<file path="config.mk">
export PLATFORM = sky130hd
export DESIGN_NAME = seg_value_encoder
export DESIGN_NICKNAME = d
export VERILOG_FILES = /design/src/rtl/seg_value_encoder.sv
export SDC_FILE = /design/constraint.sdc
export NUM_CORES = 1
export LEC_CHECK = 0
export ABC_CLOCK_PERIOD_IN_PS = 3770
export CAP_MARGIN = 20
export CORE_UTILIZATION = 59
export DETAILED_ROUTE_END_ITERATION = 16
export PLACE_DENSITY_LB_ADDON = 0.3
export SYNTH_ARGS = -nofsm -noshare
export SYNTH_HDL_FRONTEND = slang
export SYNTH_SLANG_ARGS = --single-unit
export TNS_END_PERCENT = 1
</file>
<file path="constraint.sdc">
create_clock -name clk -period 3.77 [get_ports clk]
set_clock_uncertainty 0.15 [all_clocks]
set_input_delay 0.9425 -clock clk [delete_from_list [all_inputs] [get_ports clk]]
set_output_delay 0.9425 -clock clk [all_outputs]
set_load 0.1 [all_outputs]
</file>
<file path="src/rtl/seg_value_encoder.sv">
// rtl/seg_value_encoder.sv - iterative double-dabble binary to 4-digit active-low 7-segment encoder
// Optional build macro: LEADING_ZERO_BLANK_EN blanks leading zero digits in dig1..dig3.
module seg_value_encoder #(
    parameter int WIDTH   = 14,
    parameter int MAX_VAL = 9999
) (
    input  logic             clk,
    input  logic             rst_n,
    input  logic             in_valid,
    output logic             in_ready,
    input  logic [WIDTH-1:0] value,
    input  logic [3:0]       dp_in,
    output logic [7:0]       dig1,
    output logic [7:0]       dig2,
    output logic [7:0]       dig3,
    output logic [7:0]       dig4,
    output logic             done,
    output logic             ovf
);

    typedef enum logic [1:0] {
        IDLE   = 2'd0,
        SHIFT  = 2'd1,
        ENCODE = 2'd2
    } state_t;

    localparam logic [7:0] PAT_DASH  = 8'hBF;
    localparam logic [7:0] PAT_BLANK = 8'hFF;

    state_t           state;
    logic [WIDTH-1:0] bin;
    logic [15:0]      bcd;
    logic [3:0]       dp_q;
    logic             ovf_q;
    logic [4:0]       iter;

    logic [15:0]       bcd_adj;
    logic [WIDTH+15:0] shifted;
    logic [31:0]       value_ext;
    logic              value_ovf;
    logic [7:0]        pat [4];
    logic [3:0]        nib;
`ifdef LEADING_ZERO_BLANK_EN
    logic              lead;
`endif

    assign in_ready = (state == IDLE);

    function automatic logic [3:0] dabble(input logic [3:0] n);
        return (n >= 4'd5) ? n + 4'd3 : n;
    endfunction

    function automatic logic [7:0] seg_code(input logic [3:0] n);
        logic [7:0] p;
        case (n)
            4'd0:    p = 8'hC0;
            4'd1:    p = 8'hF9;
            4'd2:    p = 8'hA4;
            4'd3:    p = 8'hB0;
            4'd4:    p = 8'h99;
            4'd5:    p = 8'h92;
            4'd6:    p = 8'h82;
            4'd7:    p = 8'hF8;
            4'd8:    p = 8'h80;
            4'd9:    p = 8'h90;
            default: p = PAT_BLANK;
        endcase
        return p;
    endfunction

    // One double-dabble iteration: correct every nibble, then shift the whole {bcd, bin} pair.
    always_comb begin
        bcd_adj = {dabble(bcd[15:12]), dabble(bcd[11:8]), dabble(bcd[7:4]), dabble(bcd[3:0])};
        shifted = {bcd_adj, bin} << 1;
    end

    assign value_ext = {{(32-WIDTH){1'b0}}, value};
    assign value_ovf = (value_ext > $unsigned(MAX_VAL));

    // pat[0] is dig1 (thousands), pat[3] is dig4 (units).
    always_comb begin
`ifdef LEADING_ZERO_BLANK_EN
        lead = 1'b1;
`endif
        nib = 4'd0;
        for (int i = 0; i < 4; i++) begin
            nib = bcd[15-4*i -: 4];
            if (ovf_q)
                pat[i] = PAT_DASH;
            else
                pat[i] = seg_code(nib);
`ifdef LEADING_ZERO_BLANK_EN
            if (!ovf_q && i < 3) begin
                if (lead && nib == 4'd0)
                    pat[i] = PAT_BLANK;
                else
                    lead = 1'b0;
            end
`endif
            if (dp_q[3-i])
                pat[i][7] = 1'b0;
        end
    end

    always_ff @(posedge clk or negedge rst_n) begin
        if (!rst_n) begin
            state <= IDLE;
            bin   <= '0;
            bcd   <= '0;
            dp_q  <= '0;
            ovf_q <= 1'b0;
            iter  <= '0;
            dig1  <= PAT_BLANK;
            dig2  <= PAT_BLANK;
            dig3  <= PAT_BLANK;
            dig4  <= PAT_BLANK;
            done  <= 1'b0;
            ovf   <= 1'b0;
        end else begin
            done <= 1'b0;
            case (state)
                IDLE: begin
                    if (in_valid) begin
                        bin   <= value;
                        dp_q  <= dp_in;
                        ovf_q <= value_ovf;
                        bcd   <= '0;
                        iter  <= '0;
                        state <= SHIFT;
                    end
                end
                SHIFT: begin
                    {bcd, bin} <= shifted;
                    iter       <= iter + 5'd1;
                    if (iter == 5'(WIDTH-1))
                        state <= ENCODE;
                end
                ENCODE: begin
                    dig1  <= pat[0];
                    dig2  <= pat[1];
                    dig3  <= pat[2];
                    dig4  <= pat[3];
                    ovf   <= ovf_q;
                    done  <= 1'b1;
                    state <= IDLE;
                end
                default: state <= IDLE;
            endcase
        end
    end

endmodule

</file>
==> impl_metrics.ini, run 1 <==
; synthesis and place-and-route metrics
[timing]
finalHoldViolCount = 0
period_needed_ns = 2.88
relSlewSlack = 0.357
setup_viol = 0
worst_pin_slew_ns = 0.965
whs_ns = 0.298
grt_setup_unrepaired = false
fmax_mhz = 347
fin_tns_setup_ns = 0
fin_crit_sh = 0.765
drv_slew = 0
final.setup.worst_slack_ns = 0.886

[clocking]
root_buffer = clkbuf_8
cts_resized = 0
clkSinkCount = 76
cts_buffers = 9
cts_setup_buffers = 0
cts_tree = built
clk_pin_slew_worst_paths_ns = 0.08
insertion_delay_ns = 0.36
ctsHoldBuffers = 0
clockBufferDepth = 2
htree_levels = 3

[synth]
ys_types = 37
yosys-mux-area-fraction = 0.00996
yosys.stat.seqShare = 0.483
syn_avg_cell_area_um2 = 9.22
yosys_cells = 436
syn_area_um2 = 4020
xor_share = 0.0174
synth_flops = 76
yosys_area_um2 = 4020
yosysWarnings = 0
aoi_share = 0.188
synthAdderAreaFrac = 0.0685
simple_gate_area_frac = 0.181
synth_cells = 436
fp_nets = 479
synthTopLogicFamily = AND-OR/OR-AND gates

[final_layout]
fillers = 492
drive_gt1_frac = 0.188
final_nets = 521
post-route-util = 0.721
antennaDiodeCount = 0
lay_top_cells = nand2_1, o21ai_0, dfrtp_1
syn2layout_area_growth_pct = 15.8
lay_top_count = nand2_1

[detailed_routing]
ant_nets = 0
first_iter_violations = 237
wl_um = 8460
post_drt_via_cell_ratio = 5.80
vias = 3246
dr.pass1.iters = 10
drcViolationCount = 8

[worst_setup_path]
worst_setup_path_end_kind = output pin
cp.required_ns = 2.68
crit_chain = clkdlybuf4s50_1
slowest_delay_ns = 1.12
worstPathMaxFanout = 1
crit_type = reg2out
worstPathArrival_ns = 1.79
cp_top_family = buffers and inverters
path_buffers = 1
startpoint_type = flop
slowest_stage = clkdlybuf4s50_1

[placement]
portBuffers = 55
dp_hpwl_um = 5540
gp_congestion = 0.884
dp_slack_ns = 0.848

[global_route]
grt_pass1_vias = 3049
grt_antenna_before_repair = 0
grt_overflow = 0
grt_max_degree = 77
grt_pass1_wl_um = 14500

[floorplan]
chipArea_um2 = 7150
fp_util = 0.622
dieWidth_um = 84.5
coreArea_um2 = 6460
row_count = 29
die_h_um = 84.5
io-pin-count = 56

[run]
tool_warnings = 39
maxCapViolCount = 0

[hold_path]
hp-class = reg2reg

[status]
outcome = finished with violations
violations = design-rule violations
==> run 1: Yosys cell counts (all sizes together) <==
master	n	share of area
nand2	63	0.059
nand2b	7	0.013
dfstp	32	0.21
buf	23	0.033
xnor2	8	0.017
nor2	43	0.040
a31oi	6	0.0093
and3b	11	0.024
dfrtp	44	0.27
o21bai	3	0.0065
nor2b	3	0.0053
a21oi	43	0.054
o22a	10	0.022
o21ai	58	0.072
mux2i	4	0.010
clkbuf	4	0.0037
o31a	2	0.0044
a22oi	4	0.0075
nand4b	1	0.0022
nor3b	5	0.012
o311ai	4	0.0087
inv	15	0.015
nor4	1	0.0016
ha	22	0.068
a22o	2	0.0044
or3	3	0.0047
nand4	2	0.0031
nand3	13	0.016
==> run 1: cell type report <==
cell class	count	area (um2)	share of cell area
clock buffers	12	155	0.0333
clock inverters	4	47.5	0.0102
inverters	15	58.8	0.0126
multi-input cells	318	1870	0.402
flip-flops and latches	76	1940	0.417
well taps	77	96.3	0.0207
repair buffers	58	485	0.104
==> run 1: cells by family after synthesis <==
kind of cell | after synthesis
and+or+nand+nor | 152
adders and majority gates | 22
xor gates and xnor gates | 8
DFF | 76
buffers and inverters | 42
AOI/OAI and AO/OA | 132
muxes | 4
==> run 1: metrics by stage <==
stage                     std cells  cell area (um2)
after global placement          544             4450
after floorplan                 436             4020
after CTS                       560             4660
after detailed placement        544             4450
final                           560             4660
after global routing            560             4660
==> run 1: path summary, 6_finish.rpt <==
path | start | end | slack (ns) | cells after the start
hold / removal | dp_q[0]$_DFFE_PN0P_ | dig4[7]$_DFFE_PN1P_ | 0.30 | 1
min in group asynchronous | rst_n | bcd[7]$_DFFE_PN0P_ | 0.57 | 1
max in group asynchronous | rst_n | bcd[14]$_DFFE_PN0P_ | 2.31 | 1
setup / recovery | done$_DFF_PN0_ | done | 0.89 | 1
hold reg to reg | dp_q[0]$_DFFE_PN0P_ | dig4[7]$_DFFE_PN1P_ | 0.30 | 1
setup reg to reg | state[0]$_DFFE_PN0P_ | iter[4]$_DFFE_PN0P_ | 1.33 | 4
==> run 1: sequential cells by signal (all words and copies together) (netlist names), 2 cells and up <==
register,flops
dig4,8
dig3,8
bcd,16
dig1,8
state,2
dp_q,4
bin,14
iter,5
dig2,8
==> run 1: routing by layer <==
| layer | part of all wire | track usage | vias to the layer above |
|---|---|---|---|
| li1 | - | - | 1595 |
| met2 | 0.50 | 0.418 | 67 |
| met4 | 0.017 | 0.117 | 0 |
| met1 | 0.45 | 0.342 | 1570 |
| met5 | 0 | 0 | - |
| met3 | 0.035 | 0.0511 | 14 |
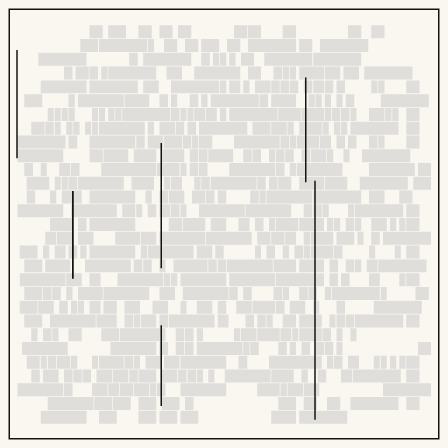
*The metal 4 layer, run 1*
main direction: vertical
nets with wire on the layer: 5

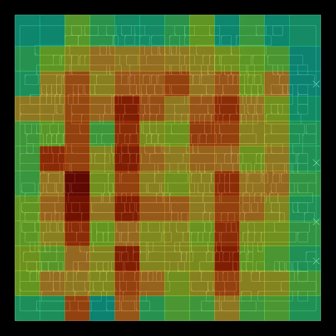
*Routing congestion map, run 1*
gr busiest metal: met2
met3 usage: 0.0511
wire length per cell: 15.1 um
GR Util met2: 0.418
gr usage total: 0.259

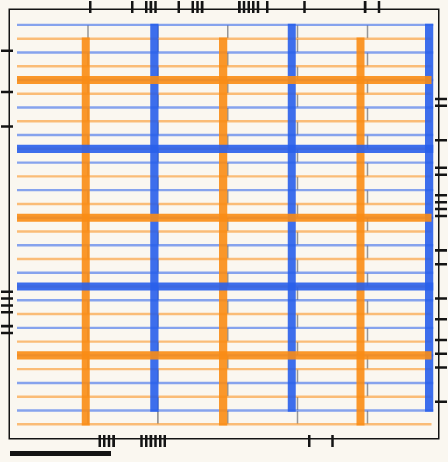
*Supply network, run 1*
Bar = 20 um. Pins as bars on the die edge. Tap cells in gray.
| net | color |
|---|---|
| VDD | blue |
| VSS | orange |
met5 straps: 5
met4 straps: 6

==> inputs of run 2 (changes only) <==
--- a/config.mk
+++ b/config.mk
@@ -5,9 +5,9 @@
 export SDC_FILE = /design/constraint.sdc
 export NUM_CORES = 1
 export LEC_CHECK = 0
-export ABC_CLOCK_PERIOD_IN_PS = 3770
+export ABC_CLOCK_PERIOD_IN_PS = 2640
 export CAP_MARGIN = 20
-export CORE_UTILIZATION = 59
+export CORE_UTILIZATION = 50
 export DETAILED_ROUTE_END_ITERATION = 16
 export PLACE_DENSITY_LB_ADDON = 0.3
 export SYNTH_ARGS = -nofsm -noshare
==> constraint.sdc (replaced) <==
create_clock -name clk -period 2.64 [get_ports clk]
set_clock_uncertainty 0.15 [all_clocks]
set_input_delay 0.66 -clock clk [delete_from_list [all_inputs] [get_ports clk]]
set_output_delay 0.66 -clock clk [all_outputs]
set_load 0.1 [all_outputs]
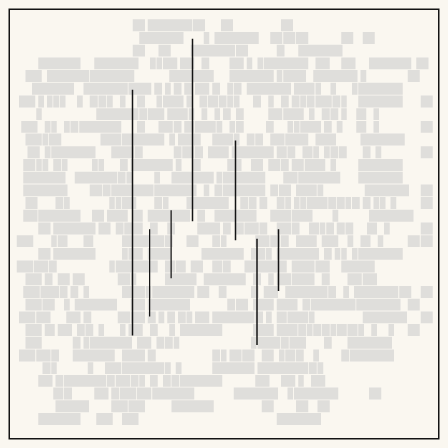
*The metal 4 layer, run 2*
longest straight run: 52.4 um
wire length on this layer: 180 um
main direction: vertical

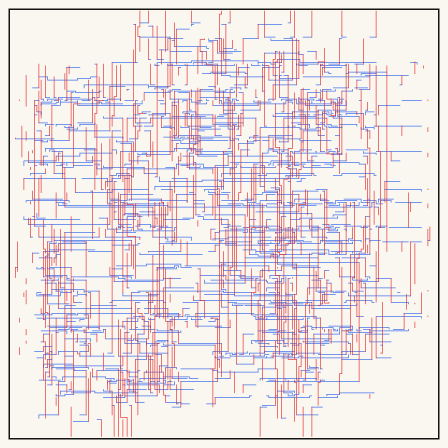
*Wiring by layer, run 2*
Two of the layers only.
| layer | color | wire length |
|---|---|---|
| M2 | red | 3,800 um |
| M1 | blue | 3,870 um |

==> impl_metrics.ini, run 2 <==
; synthesis and place-and-route metrics
[status]
outcome = complete, no violations

[synth]
ys_top_cells_by_count = nand2_1, o21ai_0, dfrtp_1, a21oi_1, nor2_1
fp_nets = 479
top_cell_area_share = 0.274
yosysWarnings = 0
yosys_cells = 436
yosys_area_um2 = 4020
ys_types = 37
synth_flops = 76
ff_type = dfrtp_1
edf_count = 0
synth_cells = 436
synth.largest_area_cell = dfrtp_1
synthArstFlopShare = 1.00
syn_area_um2 = 4020
yosys-top-cells-area = dfrtp_1, dfstp_2, ha_1
top_cell = nand2_1
syn_avg_cell_area_um2 = 9.22
yosys.stat.seqShare = 0.483

[detailed_routing]
detail_route.wl_per_cell_um = 13.8
first_iter_violations = 161
drcViolationCount = 0
dr.pass1.iters = 4
vias = 3210
ant_nets = 0
post_drt_via_cell_ratio = 5.41
wl_um = 8170

[global_route]
track_usage = 0.213
grt_overflow = 0
grt_antenna_before_repair = 0
grt_pass1_vias = 3134
grt_max_degree = 42
grt_pass1_wl_um = 14200

[clocking]
ctsHoldBuffers = 0
cts_tree = built
clkSinkCount = 76
cts_setup_buffers = 0
cts_buffers = 9
insertion_delay_ns = 0.36
cts_resized = 0
clk_pin_slew_worst_paths_ns = 0.08
htree_levels = 3
clockBufferDepth = 2
root_buffer = clkbuf_8

[floorplan]
dieWidth_um = 91.7
io-pin-count = 56
die_h_um = 91.7
fp_util = 0.518
row_count = 32
coreArea_um2 = 7770
chipArea_um2 = 8400

[worst_setup_path]
rr_endpoint = ovf_q$_DFFE_PN0P_
rr_worst_depth = 6
worstPathArrival_ns = 1.41
cp.required_ns = 1.83
slowest_stage = dfrtp_1
worst_setup_path_end_kind = output pin
slowest_delay_ns = 0.77
crit_type = reg2out
crit_chain = nor2_2, buf_12
cp_top_family = flip-flops
path_buffers = 1
reg2reg_slack_ns = 0.70
rr_startpoint = state[0]$_DFFE_PN0P_
startpoint_type = flop
worstPathMaxFanout = 19

[final_layout]
top_regs = bcd: 16 flops, bin: 14 flops
fin_area_um2 = 4770
fillers = 706
largest_reg_flops = 16
final_nets = 529
regMostFlops = bcd
post-route-util = 0.614
lay_top_cells = nand2_1, o21ai_0, buf_4
layout.cells.non_filler = 593
syn2layout_area_growth_pct = 18.7
lay_top_count = nand2_1
drive_gt1_frac = 0.208
antennaDiodeCount = 0

[timing]
grt_setup_unrepaired = false
setup_viol = 0
worst_pin_slew_ns = 0.944
finalHoldViolCount = 0
fmax_mhz = 451
relSlewSlack = 0.370
drv_slew = 0
period_needed_ns = 2.22
fin_tns_setup_ns = 0
fin_crit_sh = 0.840

[placement]
portBuffers = 55
place_area_um2 = 4570
dp.cells = 577
gp_congestion = 0.863
dp_hpwl_um = 5620

[run]
maxCapViolCount = 0
tool_warnings = 39

[hold_path]
hp-class = in2async
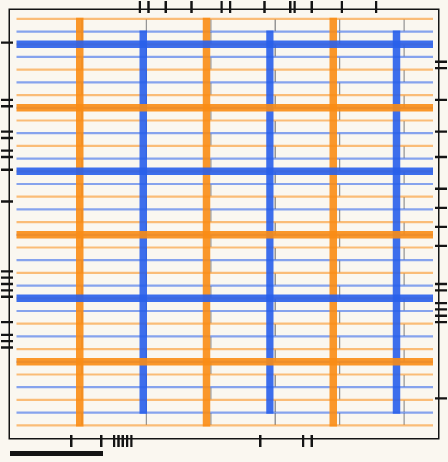
*Supply network, run 2*
Bar = 20 um. Pins as bars on the die edge. Tap cells in gray.
| net | color |
|---|---|
| VDD | blue |
| VSS | orange |
met1 rails: 33
met5 straps: 6
tap cells: 102
rows: 32

==> run 2: cell counts after synthesis <==
No cell type changed its count.
==> run 2: kinds of logic after synthesis <==
group	synth area share
AND/OR/NAND/NOR	0.181
AND-OR/OR-AND	0.188
flip-flops	0.483
buffers and inverters	0.0514
adder cells (fa/ha/maj)	0.0685
XOR/XNOR	0.0174
multiplexers	0.00996
==> run 2: cell type report <==
cell class	count	area [um2]	share of cell area
Timing Repair Buffer	66	568	0.119
Multi-Input combinational cell	318	1870	0.393
Clock inverter	6	63.8	0.0134
Sequential cell	76	1940	0.407
Clock buffer	10	138	0.0288
Inverter	15	58.8	0.0123
Tap cell	102	128	0.0267
==> run 2: worst max path at each step <==
stage / cells after the start / start / endpoint / slack [ns]
finish: 2 / state[0]$_DFFE_PN0P_ / in_ready / 0.42
global route: 2 / state[0]$_DFFE_PN0P_ / in_ready / 0.35
global placement: 3 / in_valid / bin[0]$_DFFE_PN0P_ / 0.34
floorplan: 4 / state[0]$_DFFE_PN0P_ / in_ready / 0.17
CTS: 2 / state[0]$_DFFE_PN0P_ / in_ready / 0.41
detailed placement: 4 / in_valid / iter[0]$_DFFE_PN0P_ / 0.30
==> run 2: layer usage <==
metal,track usage,vias up,routed length [um]
met5,0,-,0
met4,0.116,0,180
met3,0.0357,18,315
met2,0.334,76,3800
met1,0.281,1509,3870
li1,-,1607,-
==> run 2: per-stage QoR <==
step | setup slack (ns) | hold WS [ns]
3_5_place_dp | 0.298 | 0.279
6_report | 0.422 | 0.113
2_1_floorplan | 0.175 | 0.214
5_1_grt | 0.347 | 0.150
3_3_place_gp | 0.339 | 0.262
4_1_cts | 0.408 | 0.120
